<file path="src/rtl/sram_arb_seq_if.sv">
// Bundled request/acknowledge and SRAM pad signals for sram_arb_seq.
// The master side is the requesters plus the SRAM pad; the slave side is the arbiter.
interface sram_arb_seq_if;
  logic        req0;
  logic        req1;
  logic        we0;
  logic        we1;
  logic [18:0] addr0;
  logic [18:0] addr1;
  logic [7:0]  wdata0;
  logic [7:0]  wdata1;
  logic        ack0;
  logic        ack1;
  logic [7:0]  rdata0;
  logic [7:0]  rdata1;
  logic        busy;
  logic [18:0] sram_addr;
  logic [7:0]  sram_dq_o;
  logic        sram_dq_oe;
  logic [7:0]  sram_dq_i;
  logic        sram_cen;
  logic        sram_oen;
  logic        sram_wen;

  modport master (
    output req0, req1, we0, we1, addr0, addr1, wdata0, wdata1, sram_dq_i,
    input  ack0, ack1, rdata0, rdata1, busy,
           sram_addr, sram_dq_o, sram_dq_oe, sram_cen, sram_oen, sram_wen
  );

  modport slave (
    input  req0, req1, we0, we1, addr0, addr1, wdata0, wdata1, sram_dq_i,
    output ack0, ack1, rdata0, rdata1, busy,
           sram_addr, sram_dq_o, sram_dq_oe, sram_cen, sram_oen, sram_wen
  );
endinterface

</file>
<file path="src/rtl/sram_arb_seq.sv">
// Round-robin two-port arbiter and fixed-length cycle sequencer for a 512K x 8
// asynchronous SRAM; every pad and handshake output comes straight from a flop.
module sram_arb_seq #(
  parameter int unsigned RD_WAIT = 2,
  parameter int unsigned WR_WAIT = 2
) (
  input  logic          clk,
  input  logic          rst_n,
  sram_arb_seq_if.slave bus
);

  localparam logic [3:0] RD_LAST = 4'(RD_WAIT);
  localparam logic [3:0] WR_LAST = 4'(WR_WAIT);

  typedef enum logic [2:0] {
    IDLE    = 3'd0,
    RD      = 3'd1,
    WR      = 3'd2,
    WR_HOLD = 3'd3,
    TURN    = 3'd4
  } state_t;

  state_t      state_r, state_s;
  logic [3:0]  cnt_r, cnt_s;
  logic        gnt_r, gnt_s;
  logic        last_r, last_s;
  logic [18:0] addr_r, addr_s;
  logic [7:0]  wdata_r, wdata_s;
  logic        pick_s;
  logic        rd_s, wr_s, hold_s, active_s, oe_s;

  logic        ack0_r, ack1_r, busy_r;
  logic [7:0]  rdata0_r, rdata1_r;
  logic [18:0] sram_addr_r;
  logic [7:0]  sram_dq_o_r;
  logic        sram_dq_oe_r, sram_cen_r, sram_oen_r, sram_wen_r;

  // Next-state, grant selection and access latching.
  always_comb begin
    state_s = state_r;
    cnt_s   = cnt_r;
    gnt_s   = gnt_r;
    last_s  = last_r;
    addr_s  = addr_r;
    wdata_s = wdata_r;
    if (bus.req0 && bus.req1) begin
      pick_s = ~last_r;
    end else begin
      pick_s = bus.req1;
    end
    case (state_r)
      IDLE: begin
        if (bus.req0 || bus.req1) begin
          gnt_s   = pick_s;
          last_s  = pick_s;
          addr_s  = pick_s ? bus.addr1 : bus.addr0;
          wdata_s = pick_s ? bus.wdata1 : bus.wdata0;
          cnt_s   = 4'd1;
          if (pick_s ? bus.we1 : bus.we0) begin
            state_s = WR;
          end else begin
            state_s = RD;
          end
        end else begin
          state_s = IDLE;
        end
      end
      RD: begin
        if (cnt_r == RD_LAST) begin
          state_s = TURN;
        end else begin
          cnt_s = cnt_r + 4'd1;
        end
      end
      WR: begin
        if (cnt_r == WR_LAST) begin
          state_s = WR_HOLD;
        end else begin
          cnt_s = cnt_r + 4'd1;
        end
      end
      WR_HOLD: state_s = TURN;
      TURN:    state_s = IDLE;
      default: state_s = IDLE;
    endcase
  end

  // Decode of the upcoming state used to preload the output flops.
  always_comb begin
    rd_s     = (state_s == RD);
    wr_s     = (state_s == WR);
    hold_s   = (state_s == WR_HOLD);
    active_s = rd_s | wr_s | hold_s;
    oe_s     = wr_s | hold_s;
  end

  // State and latched access registers.
  always_ff @(posedge clk or negedge rst_n) begin
    if (!rst_n) begin
      state_r <= IDLE;
      cnt_r   <= 4'd0;
      gnt_r   <= 1'b0;
      last_r  <= 1'b1;
      addr_r  <= 19'd0;
      wdata_r <= 8'd0;
    end else begin
      state_r <= state_s;
      cnt_r   <= cnt_s;
      gnt_r   <= gnt_s;
      last_r  <= last_s;
      addr_r  <= addr_s;
      wdata_r <= wdata_s;
    end
  end

  // Registered pad strobes, handshake and read-data capture (sampled while OEn is still low).
  always_ff @(posedge clk or negedge rst_n) begin
    if (!rst_n) begin
      sram_cen_r   <= 1'b1;
      sram_oen_r   <= 1'b1;
      sram_wen_r   <= 1'b1;
      sram_dq_oe_r <= 1'b0;
      sram_addr_r  <= 19'd0;
      sram_dq_o_r  <= 8'd0;
      ack0_r       <= 1'b0;
      ack1_r       <= 1'b0;
      busy_r       <= 1'b0;
      rdata0_r     <= 8'd0;
      rdata1_r     <= 8'd0;
    end else begin
      sram_cen_r   <= ~active_s;
      sram_oen_r   <= ~rd_s;
      sram_wen_r   <= ~wr_s;
      sram_dq_oe_r <= oe_s;
      sram_addr_r  <= active_s ? addr_s : 19'd0;
      sram_dq_o_r  <= oe_s ? wdata_s : 8'd0;
      ack0_r       <= (state_s == TURN) && !gnt_s;
      ack1_r       <= (state_s == TURN) && gnt_s;
      busy_r       <= (state_s != IDLE);
      if ((state_r == RD) && (state_s == TURN)) begin
        if (gnt_r) begin
          rdata1_r <= bus.sram_dq_i;
        end else begin
          rdata0_r <= bus.sram_dq_i;
        end
      end
    end
  end

  assign bus.ack0       = ack0_r;
  assign bus.ack1       = ack1_r;
  assign bus.busy       = busy_r;
  assign bus.rdata0     = rdata0_r;
  assign bus.rdata1     = rdata1_r;
  assign bus.sram_addr  = sram_addr_r;
  assign bus.sram_dq_o  = sram_dq_o_r;
  assign bus.sram_dq_oe = sram_dq_oe_r;
  assign bus.sram_cen   = sram_cen_r;
  assign bus.sram_oen   = sram_oen_r;
  assign bus.sram_wen   = sram_wen_r;

endmodule

</file>
<file path="src/flat_wrapper.sv">
// flat-port wrapper written by rule: the top's interface ports become plain ports
module sram_arb_seq_flat 
#(
  parameter int unsigned RD_WAIT = 2,
  parameter int unsigned WR_WAIT = 2
)
  (clk, rst_n, bus_req0, bus_req1, bus_we0, bus_we1, bus_addr0, bus_addr1, bus_wdata0, bus_wdata1, bus_sram_dq_i, bus_ack0, bus_ack1, bus_rdata0, bus_rdata1, bus_busy, bus_sram_addr, bus_sram_dq_o, bus_sram_dq_oe, bus_sram_cen, bus_sram_oen, bus_sram_wen);
  sram_arb_seq_if bus_i ();
  input  logic clk;
  input  logic rst_n;
  input wire logic [$bits(bus_i.req0)-1:0] bus_req0;
  input wire logic [$bits(bus_i.req1)-1:0] bus_req1;
  input wire logic [$bits(bus_i.we0)-1:0] bus_we0;
  input wire logic [$bits(bus_i.we1)-1:0] bus_we1;
  input wire logic [$bits(bus_i.addr0)-1:0] bus_addr0;
  input wire logic [$bits(bus_i.addr1)-1:0] bus_addr1;
  input wire logic [$bits(bus_i.wdata0)-1:0] bus_wdata0;
  input wire logic [$bits(bus_i.wdata1)-1:0] bus_wdata1;
  input wire logic [$bits(bus_i.sram_dq_i)-1:0] bus_sram_dq_i;
  output wire logic [$bits(bus_i.ack0)-1:0] bus_ack0;
  output wire logic [$bits(bus_i.ack1)-1:0] bus_ack1;
  output wire logic [$bits(bus_i.rdata0)-1:0] bus_rdata0;
  output wire logic [$bits(bus_i.rdata1)-1:0] bus_rdata1;
  output wire logic [$bits(bus_i.busy)-1:0] bus_busy;
  output wire logic [$bits(bus_i.sram_addr)-1:0] bus_sram_addr;
  output wire logic [$bits(bus_i.sram_dq_o)-1:0] bus_sram_dq_o;
  output wire logic [$bits(bus_i.sram_dq_oe)-1:0] bus_sram_dq_oe;
  output wire logic [$bits(bus_i.sram_cen)-1:0] bus_sram_cen;
  output wire logic [$bits(bus_i.sram_oen)-1:0] bus_sram_oen;
  output wire logic [$bits(bus_i.sram_wen)-1:0] bus_sram_wen;
  assign bus_i.req0 = bus_req0;
  assign bus_i.req1 = bus_req1;
  assign bus_i.we0 = bus_we0;
  assign bus_i.we1 = bus_we1;
  assign bus_i.addr0 = bus_addr0;
  assign bus_i.addr1 = bus_addr1;
  assign bus_i.wdata0 = bus_wdata0;
  assign bus_i.wdata1 = bus_wdata1;
  assign bus_i.sram_dq_i = bus_sram_dq_i;
  assign bus_ack0 = bus_i.ack0;
  assign bus_ack1 = bus_i.ack1;
  assign bus_rdata0 = bus_i.rdata0;
  assign bus_rdata1 = bus_i.rdata1;
  assign bus_busy = bus_i.busy;
  assign bus_sram_addr = bus_i.sram_addr;
  assign bus_sram_dq_o = bus_i.sram_dq_o;
  assign bus_sram_dq_oe = bus_i.sram_dq_oe;
  assign bus_sram_cen = bus_i.sram_cen;
  assign bus_sram_oen = bus_i.sram_oen;
  assign bus_sram_wen = bus_i.sram_wen;
  sram_arb_seq #(.RD_WAIT(RD_WAIT), .WR_WAIT(WR_WAIT)) u_core (.clk(clk), .rst_n(rst_n), .bus(bus_i));
endmodule
</file>
<file path="config.mk">
export PLATFORM = sky130hd
export DESIGN_NAME = sram_arb_seq_flat
export DESIGN_NICKNAME = d
export VERILOG_FILES = /design/src/rtl/sram_arb_seq_if.sv /design/src/rtl/sram_arb_seq.sv /design/src/flat_wrapper.sv
export SDC_FILE = /design/constraint.sdc
export NUM_CORES = 1
export LEC_CHECK = 0
export ABC_AREA = 1
export CAP_MARGIN = 20
export CELL_PAD_IN_SITES_DETAIL_PLACEMENT = 1
export CELL_PAD_IN_SITES_GLOBAL_PLACEMENT = 1
export CORE_ASPECT_RATIO = 0.6
export CORE_UTILIZATION = 30
export CTS_CLUSTER_SIZE = 30
export DETAILED_ROUTE_END_ITERATION = 7
export GPL_ROUTABILITY_DRIVEN = 0
export GPL_TIMING_DRIVEN = 0
export PLACE_DENSITY = 0.83
export REMOVE_ABC_BUFFERS = 1
export SYNTH_ARGS = -nofsm -noshare
export SYNTH_HDL_FRONTEND = slang
export SYNTH_SLANG_ARGS = --single-unit
</file>
<file path="constraint.sdc">
create_clock -name clk -period 1.42 [get_ports clk]
set_input_delay 0.284 -clock clk [delete_from_list [all_inputs] [get_ports clk]]
set_output_delay 0.284 -clock clk [all_outputs]
set_load 0.01 [all_outputs]
</file>
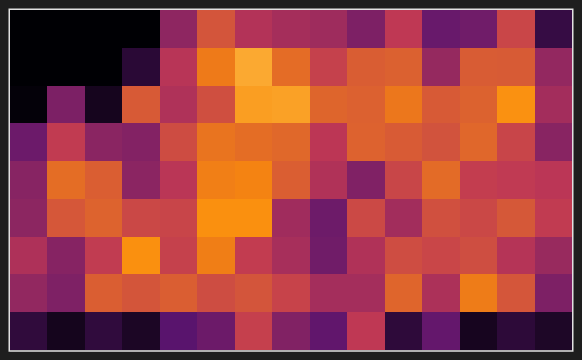
Run 1: placement density heat map
The die is cut into 15 by 9 equal tiles; black is low, pale yellow is high, 0 to 100% covered.
emptiest ninth of the die: upper left
tiles over 75% full: 5.2%
mean over tiles: 46%
fullest tile: 81%

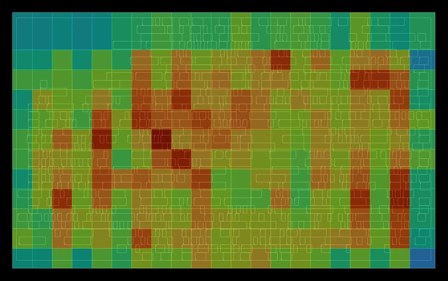
Run 1: routing congestion map
routing usage on met3: 5.57%
GRT Total Usage: 20.5%
met1 usage: 26.7%
wire per inst: 17.2 µm
Util after Layout: 50.9%

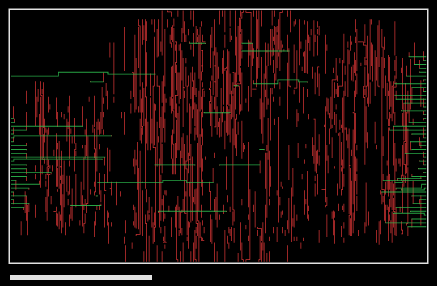
Run 1: signal wires by layer
Bar = 50 µm. Only two layers are drawn.
legend:
  green:
    layer: metal 3
    wire_length: 711 µm
  red:
    layer: metal 2
    wire_length: 6210 µm

==> reports/qor.csv, run 1 <==
stage;metric;value;unit
synthesis;register share after synthesis;57.2;%
power;Switching Fraction;42.2;%
layout;most frequent logic cell in the layout;nand2_1;
power;Psw;5.67;mW
synthesis;yosys synthesis warning count;0;
routing;# DRC;0;
global_route;initial antenna violation count;0;
clock_network;number of CTS-inserted buffers;9;
sta;Relative slew margins;64.6;%
global_route;gr busiest metal;met2;
clock_network;Clock Path Buffers;2;
critical_path;WP buf/inv;3;
power;Reg power frac;31.3;%
power;PD cells;2170;mW/mm²
min_path;type of the most critical hold path;in2async;
routing;First-pass DRT Iterations;4;
synthesis;top cells, area;dfrtp_1, nand2_1, nand3_1;
floorplanning;# rows;31;
synthesis;Synth cell types;27;
power;Comb. pwr;6.98;mW
run;Max Cap Viol;0;
routing;Starting DRT DRC Count;140;
global_route;grt total ovfl;0;
sta;Hold Violations, Final;0;
layout;Fillers;1398;
sta;Setup TNS;-781;ps
synthesis;post-synthesis chip area from yosys;0.00377;mm²
power;Pwr Total;13.4;mW
synthesis;Synth area leader;dfrtp_1;
layout;Area Growth Syn to Fin;63.8;%
critical_path;CP max FO;12;
clock_network;CTS sink cnt;86;
routing;highest routed layer;met4;
clock_network;CTS tree;done;
placement;Inst Count DP;709;
sta;post-layout min period;1480;ps
critical_path;Levels on crit path;9;
critical_path;kind of critical path;reg2reg;
critical_path;Worst R2R End;u_core.cnt_r[1]$_DFFE_PN0P_;
power;VDD IR max;0.805;mV
synthesis;# Cells Yosys;444;
synthesis;xor+xnor area frac;0.464;%
global_route;met2 Use GR;33.8;%
critical_path;arrival time worst endpoint;1710;ps
floorplanning;# IOs;118;
sta;RSZ-0062 raised after global routing;true;
clock_network;post-CTS setup repair buffer count;29;
synthesis;and-or/or-and share of the synthesized area;5.84;%
floorplanning;die width;147;µm
run;tool warnings;28;
routing;met1 wire length;6170;µm
synthesis;Synth flops;86;
critical_path;Worst R2R Setup Slack;-60;ps
layout;final std cells w/o fill;765;
sta;# setup viols final;29;
routing;met3 WL;711;µm
layout;proportion of layout cells with a drive suffix above 1;26.5;%
power;Clk pwr share;16.7;%
power;Combinational Power Share;52.0;%
power;Main power group;combinational logic;
critical_path;element type at the critical path end;register;
global_route;first-pass GRT wire length;19900;µm
sta;Setup Skew;7.69;ps
synthesis;Mux area share;0;%
synthesis;synthesized cell area;0.00377;mm²
sta;final period utilization;104;%
floorplanning;fp_density;31.1;%
floorplanning;die area;0.0130;mm²
routing;met2 wire length;6210;µm
clock_network;CTS HTree Levels;3;
global_route;vias in the first global route;3665;
placement;DP HPWL;7690;µm
outcome;outcome;finished, violations left;
critical_path;CP Capture Point;u_core.cnt_r[1]$_DFFE_PN0P_;
power;P_seq;4.21;mW
sta;Fin Hold WS;460;ps
critical_path;crit-path leading delay family;simple AND/OR/NAND/NOR gates;
critical_path;CP max-delay cell;dfrtp_1;
sta;PnR worst setup slack;-56.6;ps
synthesis;synthesized area per cell;8.50;µm²
outcome;violated checks;setup timing;
layout;final net count;665;
sta;Slew Limit Fails;0;
sta;Fmax;0.677;GHz
synthesis;Top logic family;simple AND/OR/NAND/NOR gates;
critical_path;R2R Path Start;u_core.cnt_r[0]$_DFFE_PN0P_;
critical_path;Reg2Reg Depth;9;
clock_network;root buffer cell;clkbuf_16;
routing;vias per inst;4.63;
placement;I/O Buffers;117;
sta;Worst-Margin Slew;532;ps
clock_network;cts repair resizes;107;
global_route;largest net degree at the start of global routing;50;
placement;worst slack at placement;-2170;ps
clock_network;clk ins delay skew pair;340;ps
[run 1: kinds of logic after synthesis]
logic type                 count (synthesis)
AOI/OAI and AO/OA                         42
xor gates and xnor gates                   2
adders and majority gates                  2
buffers and inverters                     85
DFF                                       86
and+or+nand+nor                          227
[run 1: area by class of cell]
type / count / area [µm²] / area share (%)
clock buffers: 9 / 225 / 3.64
clock inverters: 7 / 58.8 / 0.951
inverters: 66 / 273 / 4.41
multi-input cells: 280 / 1730 / 28.0
flip-flops and latches: 86 / 2160 / 35.0
well taps: 165 / 206 / 3.34
repair buffers: 152 / 1530 / 24.7
[run 1: cell usage after synthesis]
cell type and count:
a21boi_0 1, a21oi_1 22, a21oi_2 1, and2_1 1, buf_2 10, buf_4 4
buf_6 4, clkbuf_1 1, dfrtp_1 82, dfstp_2 4, ha_1 2, inv_1 61
inv_2 5, nand2_1 149, nand2_2 5, nand3_1 52, nand3_2 1, nand3b_1 1
nand4_1 1, nor2_1 12, nor2_2 1, nor2_4 4, o21ai_0 7, o21ai_1 10
o21ai_2 1, xnor2_1 1, xor2_1 1
[run 1: worst reg2reg max path: cells and delay by family (launching register included)]
family,cells,cell delay [ps]
fa+ha+maj,1,160
buf+inv,3,370
flops,1,390
simple gates,5,450
[run 1: flip-flops by register name (all words and copies together) (netlist names), 3 cells and up]
name / cells
u_core.wdata_r: 8
u_core.state_r: 3
u_core.bus.sram_dq_o: 8
u_core.bus.rdata0: 8
u_core.addr_r: 19
u_core.bus.rdata1: 8
u_core.bus.sram_addr: 19
u_core.cnt_r: 4
--- run 2 (diff from run 1) ---
--- a/config.mk
+++ b/config.mk
@@ -11,7 +11,7 @@
 export CELL_PAD_IN_SITES_GLOBAL_PLACEMENT = 1
 export CORE_ASPECT_RATIO = 0.6
 export CORE_UTILIZATION = 30
-export CTS_CLUSTER_SIZE = 30
+export CTS_CLUSTER_SIZE = 14
 export DETAILED_ROUTE_END_ITERATION = 7
 export GPL_ROUTABILITY_DRIVEN = 0
 export GPL_TIMING_DRIVEN = 0
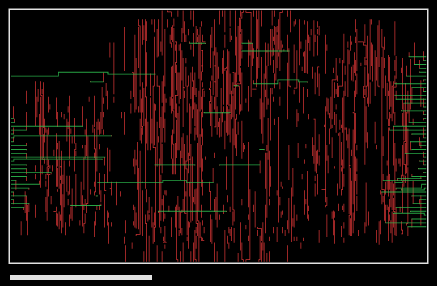
Run 2: signal wires by layer
Bar = 50 µm. Only two layers are drawn.
legend:
  green:
    layer: metal 3
    wire_length: 711 µm
  red:
    layer: metal 2
    wire_length: 6210 µm

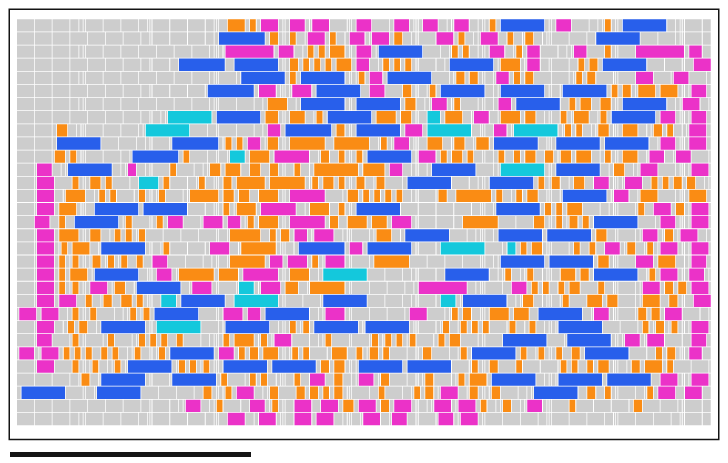
Run 2: cell classes on the final placement
Bar = 50 µm. Fill, decap, tap and diode cells in grey.
legend:
  orange:
    class: combinational and other logic
    cells: 346
  cyan:
    class: clock drivers and dummy loads
    cells: 16
  blue:
    class: sequential cells
    cells: 86
  magenta:
    class: remaining buffers and delay cells
    cells: 152

==> run 2 against run 1 <==
  * The run still ends with setup timing left
  * Sequential power about the same
  * Wire length is the same
  * Global-route usage unchanged
  * Combinational power about the same
  * Die area stayed put
  * Maximum frequency unchanged
  * Core utilization stayed put
==> reports/qor.csv, run 2 <==
stage;metric;value;unit
outcome;outcome;finished, violations left;
outcome;violated checks;setup timing;
sta;# setup viols final;29;
critical_path;CP max FO;12;
sta;Relative slew margins;64.6;%
global_route;gr busiest metal;met2;
critical_path;crit-path leading delay family;simple AND/OR/NAND/NOR gates;
floorplanning;die width;147;µm
clock_network;CTS HTree Levels;3;
power;Combinational Power Share;52.0;%
floorplanning;die height;88.9;µm
min_path;type of the most critical hold path;in2async;
layout;antenna cells;0;
clock_network;CTS sink cnt;86;
critical_path;element type at the critical path end;register;
power;Psw;5.67;mW
layout;Final Cell Area;0.00618;mm²
placement;DP HPWL;7690;µm
global_route;grt total ovfl;0;
sta;PnR worst setup slack;-56.6;ps
synthesis;ys async rst share;100;%
synthesis;# Cells Yosys;444;
power;VDD IR max;0.805;mV
critical_path;Worst R2R Setup Slack;-60;ps
routing;highest routed layer;met4;
routing;met1 wire length;6170;µm
synthesis;register share after synthesis;57.2;%
power;Reg power frac;31.3;%
placement;worst slack at placement;-2170;ps
routing;Routed Antenna Nets;0;
floorplanning;die area;0.0130;mm²
critical_path;Critical Path RT;1650;ps
power;Clk pwr share;16.7;%
run;Max Cap Viol;0;
global_route;first-pass GRT wire length;19900;µm
synthesis;yosys synthesis warning count;0;
sta;post-layout min period;1480;ps
sta;RSZ-0062 raised after global routing;true;
clock_network;clock transition at the registers of the reported paths;70;ps
sta;final period utilization;104;%
clock_network;clk ins delay skew pair;340;ps
critical_path;kind of critical path;reg2reg;
sta;Slew Limit Fails;0;
clock_network;CTS tree;done;
layout;final std cells w/o fill;765;
critical_path;WP buf/inv;3;
routing;Post-Route WL;13200;µm
placement;Inst Count DP;709;
sta;Fin Hold WS;460;ps
clock_network;Clock Path Buffers;2;
global_route;routing usage on met3;5.57;%
routing;met2 wire length;6210;µm
routing;Starting DRT DRC Count;140;
critical_path;CP cell instances;inv_2 -> ha_4 -> nand2_4 -> clkinvlp_4 -> buf_12 -> nand2_8 -> nand2_8 -> nand2_1 -> nand2_1;
global_route;GRT Total Usage;20.5;%
sta;Worst-Margin Slew;532;ps
run;tool warnings;28;
layout;most frequent logic cell in the layout;nand2_1;
routing;vias per inst;4.63;
sta;Fmax;0.677;GHz
critical_path;arrival time worst endpoint;1710;ps
layout;most instantiated logic cells after routing;nand2_1, dfrtp_1, clkdlybuf4s50_1;
layout;Area Growth Syn to Fin;63.8;%
critical_path;CP max-delay cell;dfrtp_1;
global_route;met2 Use GR;33.8;%
global_route;initial antenna violation count;0;
synthesis;Synth flops;86;
layout;Util after Layout;50.9;%
global_route;met1 usage;26.7;%
routing;First-pass DRT Iterations;4;
layout;proportion of layout cells with a drive suffix above 1;26.5;%
synthesis;area share, top type;54.4;%
synthesis;synthesized area per cell;8.50;µm²
power;Switching Fraction;42.2;%
clock_network;number of CTS-inserted buffers;9;
routing;Via Count;3544;
routing;met3 WL;711;µm
synthesis;Synth Instances;444;
power;internal power;7.76;mW
synthesis;number of flops mapped to enable cells by yosys;0;
critical_path;R2R Path Start;u_core.cnt_r[0]$_DFFE_PN0P_;
sta;Hold Violations, Final;0;
placement;dpl cell area;0.00507;mm²
critical_path;Crit path largest cell delay;390;ps
synthesis;synthesized cell area;0.00377;mm²
routing;# DRC;0;
routing;wire per inst;17.2;µm
synthesis;most common cell in the netlist;nand2_1;
critical_path;Worst setup startpoint;u_core.cnt_r[0]$_DFFE_PN0P_;
layout;final net count;665;
synthesis;synth cell count leaders;nand2_1, dfrtp_1, inv_1;
sta;Setup TNS;-781;ps
power;PD cells;2170;mW/mm²
placement;I/O Buffers;117;
floorplanning;# IOs;118;
synthesis;top cells, area;dfrtp_1, nand2_1, nand3_1;
power;Pwr Total;13.4;mW
floorplanning;# rows;31;
synthesis;main flop type;dfrtp_1;
synthesis;Synth cell types;27;
power;Leak;3.01;nW
critical_path;CP startpoint kind;register;
synthesis;post-synthesis chip area from yosys;0.00377;mm²
synthesis;Synth area leader;dfrtp_1;
clock_network;root buffer cell;clkbuf_16;
global_route;largest net degree at the start of global routing;50;
sta;Setup Skew;7.69;ps
global_route;vias in the first global route;3665;
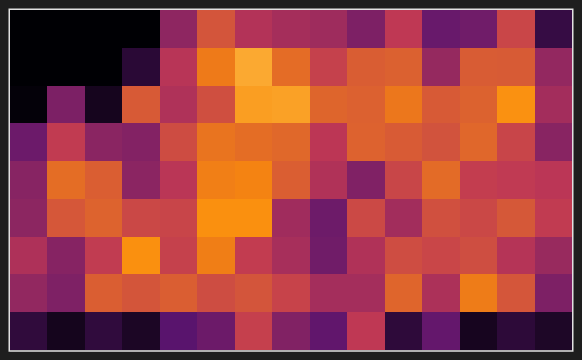
Run 2: placement density heat map
The die is cut into 15 by 9 equal tiles; black is low, pale yellow is high, 0 to 100% covered.
core box area: 0.0121 mm²
fp_density: 31.1%

==> run 2: cell counts after synthesis <==
Identical to the previous run, type by type.
==> run 2: layout make-up <==
type	count	area, µm²
fill	1398	5960
sequential	86	2160
multi-input combinational	280	1730
timing repair buffer	152	1530
inverter	66	273
clock buffer	9	225
tap	165	206
clock inverter	7	58.8
==> run 2: path summary, 6_finish.rpt <==
kind / endpoint / cells after the start
setup / recovery: u_core.cnt_r[1]$_DFFE_PN0P_ / 9
hold / removal: u_core.bus.rdata0[3]$_DFFE_PN0P_ / 2
setup reg to reg: u_core.cnt_r[1]$_DFFE_PN0P_ / 9
hold reg to reg: u_core.bus.rdata1[1]$_DFFE_PN0P_ / 2
max in group asynchronous: u_core.last_r$_DFFE_PN1P_ / 3
min in group clk: u_core.bus.rdata1[1]$_DFFE_PN0P_ / 2
==> run 2: kinds of logic after synthesis <==
| group | count (synthesis) | synth area share [%] |
|---|---|---|
| fa+ha+maj | 2 | 0.663 |
| compound gates | 42 | 5.84 |
| xor+xnor | 2 | 0.464 |
| buf+inv | 85 | 9.98 |
| flops | 86 | 57.2 |
| simple gates | 227 | 25.9 |
==> run 2: power by group through the flow <==
stage | registers [mW] | logic [mW] | clock network (mW)
after detailed placement | 4.21 | 5.29 | 0
after global placement | 4.15 | 4.95 | 0
final | 4.21 | 6.98 | 2.24
after CTS | 4.16 | 6.18 | 2.30
after floorplan | 4.42 | 2.45 | 0
after global routing | 4.32 | 7.65 | 2.40
==> run 2: what timing repair did <==
item	4_1_cts	5_1_grt
endpoints found under the setup margin	135	80
hold buffers	1	0
pin swaps	20	33
resized	107	81
buffers inserted	29	2
hold endpoints to repair	34	0
cloned	7	1
--- run 3 (diff from run 2) ---
--- a/config.mk
+++ b/config.mk
@@ -20,3 +20,4 @@
 export SYNTH_ARGS = -nofsm -noshare
 export SYNTH_HDL_FRONTEND = slang
 export SYNTH_SLANG_ARGS = --single-unit
+export TNS_END_PERCENT = 20
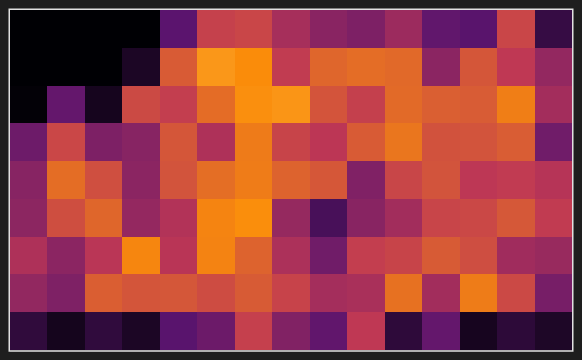
Run 3: placement density heat map
The die is cut into 15 by 9 equal tiles; black is low, pale yellow is high, 0 to 100% covered.
mean over tiles: 45%
nearly empty tiles: 5.9%
tiles over 75% full: 3.0%
fullest tile: 77%
emptiest ninth of the die: upper left

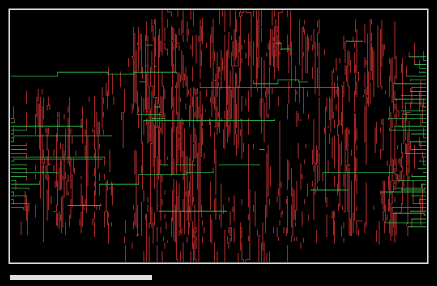
Run 3: signal wires by layer
Bar = 50 µm. Only two layers are drawn.
legend:
  green:
    layer: metal 3
    wire_length: 842 µm
  red:
    layer: metal 2
    wire_length: 6050 µm

==> run 3 against run 2 <==
  * The run still ends with setup timing left
  * Synthesized cell count unchanged
  * Critical path depth decreased by 2
  * Via count increased by 0.23%
  * Final cell count decreased by 0.13%
  * Hold slack got worse by 1.8 ps
  * Largest cell class unchanged
  * Highest routed layer unchanged
==> reports/qor.csv, run 3 <==
stage;metric;value;unit
synthesis;post-synthesis chip area from yosys;0.00377;mm²
synthesis;synth cell count leaders;nand2_1, dfrtp_1, inv_1;
layout;Final Cell Area;0.00605;mm²
power;VDD IR max;0.797;mV
sta;# setup viols final;31;
layout;final net count;664;
synthesis;Synth Instances;444;
floorplanning;die area;0.0130;mm²
floorplanning;core box area;0.0121;mm²
clock_network;post-CTS setup repair buffer count;21;
critical_path;CP startpoint kind;register;
critical_path;Reg2Reg Depth;7;
routing;Routed Antenna Nets;0;
critical_path;CP max FO;11;
routing;Via Count;3552;
sta;Slew Limit Fails;0;
synthesis;top cells, area;dfrtp_1, nand2_1, nand3_1;
critical_path;Critical Path RT;1680;ps
clock_network;CTS HTree Levels;3;
synthesis;area share, top type;54.4;%
sta;Hold Violations, Final;0;
clock_network;cts repair resizes;99;
synthesis;synthesized area per cell;8.50;µm²
power;Leak;3.00;nW
power;PD cells;2170;mW/mm²
critical_path;WP buf/inv;2;
critical_path;R2R Path Start;u_core.state_r[2]$_DFF_PN0_;
outcome;violated checks;setup timing;
layout;Comb area;0.00165;mm²
routing;vias per inst;4.65;
sta;Setup Skew;7.55;ps
routing;Starting DRT DRC Count;131;
global_route;largest net degree at the start of global routing;50;
min_path;type of the most critical hold path;in2async;
critical_path;arrival time worst endpoint;1730;ps
layout;antenna cells;0;
critical_path;crit-path leading delay family;simple AND/OR/NAND/NOR gates;
synthesis;# Cells Yosys;444;
placement;DP HPWL;7690;µm
floorplanning;# rows;31;
layout;Fillers;1408;
global_route;first-pass GRT wire length;19700;µm
run;Max Cap Viol;0;
outcome;outcome;finished, violations left;
clock_network;root buffer cell;clkbuf_16;
clock_network;clock transition at the registers of the reported paths;70;ps
power;Reg power frac;32.0;%
critical_path;CP cell instances;nor2_4 -> nand3b_1 -> buf_6 -> buf_16 -> nand2_1 -> nand2_2 -> a21oi_1;
clock_network;clk ins delay skew pair;340;ps
clock_network;hold buffer count at cts;1;
sta;RSZ-0062 raised after global routing;true;
sta;post-layout min period;1470;ps
sta;Fmax;0.681;GHz
critical_path;Crit path largest cell delay;460;ps
power;Main power group;combinational logic;
layout;most instantiated logic cells after routing;nand2_1, dfrtp_1, clkdlybuf4s50_1;
critical_path;CP max-delay cell;dfrtp_1;
floorplanning;die height;88.9;µm
routing;wire per inst;17.1;µm
clock_network;CTS sink cnt;86;
layout;Util after Layout;49.8;%
sta;Relative slew margins;64.8;%
synthesis;Synth area leader;dfrtp_1;
sta;PnR worst setup slack;-48.3;ps
layout;Seq. cell area;0.00216;mm²
power;Psw;5.52;mW
global_route;initial antenna violation count;0;
power;Switching Fraction;42.1;%
clock_network;CTS tree;done;
placement;dpl cell area;0.00507;mm²
global_route;grt total ovfl;0;
synthesis;Synth cell types;27;
synthesis;register share after synthesis;57.2;%
critical_path;element type at the critical path end;register;
synthesis;main flop type;dfrtp_1;
clock_network;Clock Path Buffers;2;
synthesis;synthesized cell area;0.00377;mm²
synthesis;number of flops mapped to enable cells by yosys;0;
power;Clk pwr share;17.1;%
sta;Setup TNS;-500;ps
synthesis;yosys synthesis warning count;0;
routing;Post-Route WL;13000;µm
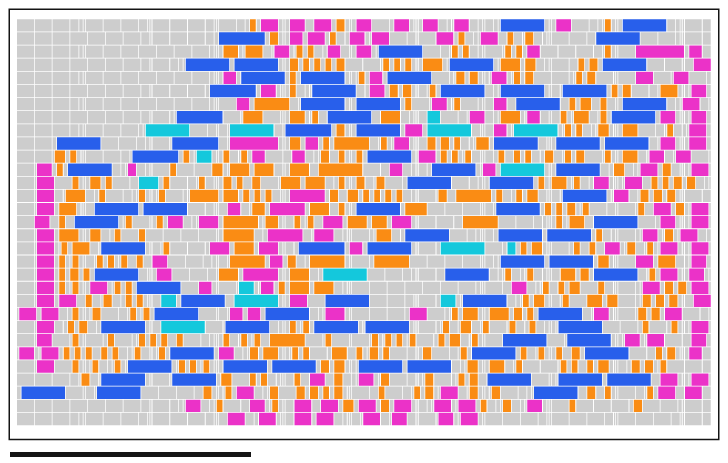
Run 3: cell classes on the final placement
Bar = 50 µm. Fill, decap, tap and diode cells in grey.
legend:
  orange:
    class: combinational and other logic
    cells: 346
  cyan:
    class: clock drivers and dummy loads
    cells: 16
  blue:
    class: sequential cells
    cells: 86
  magenta:
    class: remaining buffers and delay cells
    cells: 151

-- run 3: cell types whose count changed in the layout (fill, tap and decap cells not counted), sizes merged --
cell,delta
buf,-1
clkinv,+1
inv,-1
dlygate4sd2,+1
clkdlybuf4s15,-1
-- run 3: worst max path at each step --
stage / startpoint / end / slack, ps / depth (start not counted)
after floorplan: u_core.last_r$_DFFE_PN1P_ / u_core.bus.sram_dq_o[0]$_DFF_PN0_ / -720 / 7
after global placement: rst_n / u_core.wdata_r[4]$_DFF_PN0_ / -2990 / 1
after detailed placement: bus_req0 / u_core.bus.sram_dq_o[7]$_DFF_PN0_ / -2170 / 8
after CTS: u_core.state_r[2]$_DFF_PN0_ / u_core.bus.sram_addr[3]$_DFF_PN0_ / -70 / 6
after global routing: u_core.state_r[2]$_DFF_PN0_ / u_core.bus.rdata1[5]$_DFFE_PN0P_ / -110 / 7
final: u_core.state_r[2]$_DFF_PN0_ / u_core.bus.sram_addr[5]$_DFF_PN0_ / -50 / 7
-- run 3: final cells by class --
class | instances | area share, %
flip-flops and latches | 86 | 35.7
clock buffers | 9 | 3.72
well taps | 165 | 3.41
multi-input cells | 280 | 27.3
repair buffers | 151 | 24.3
clock inverters | 7 | 0.972
inverters | 66 | 4.55
-- run 3: metal layers --
metal / track usage [%] / share of wire, % / vias up
li1: - / - / 1686
met1: 26.6 / 46 / 1746
met2: 33.7 / 46 / 107
met3: 5.15 / 6.5 / 13
met4: 5.30 / 1.2 / 0
met5: 0 / 0 / -
-- run 3: logic make-up (layout without fill, tap and decap cells) --
family	after synthesis	in the layout	share of synthesized area [%]
AND/OR/NAND/NOR	227	234	25.9
flip-flops	86	86	57.2
buffers and inverters	85	233	9.98
AND-OR/OR-AND	42	42	5.84
adder cells (fa/ha/maj)	2	2	0.663
XOR/XNOR	2	2	0.464
Power and IR drop assume default switching activity.
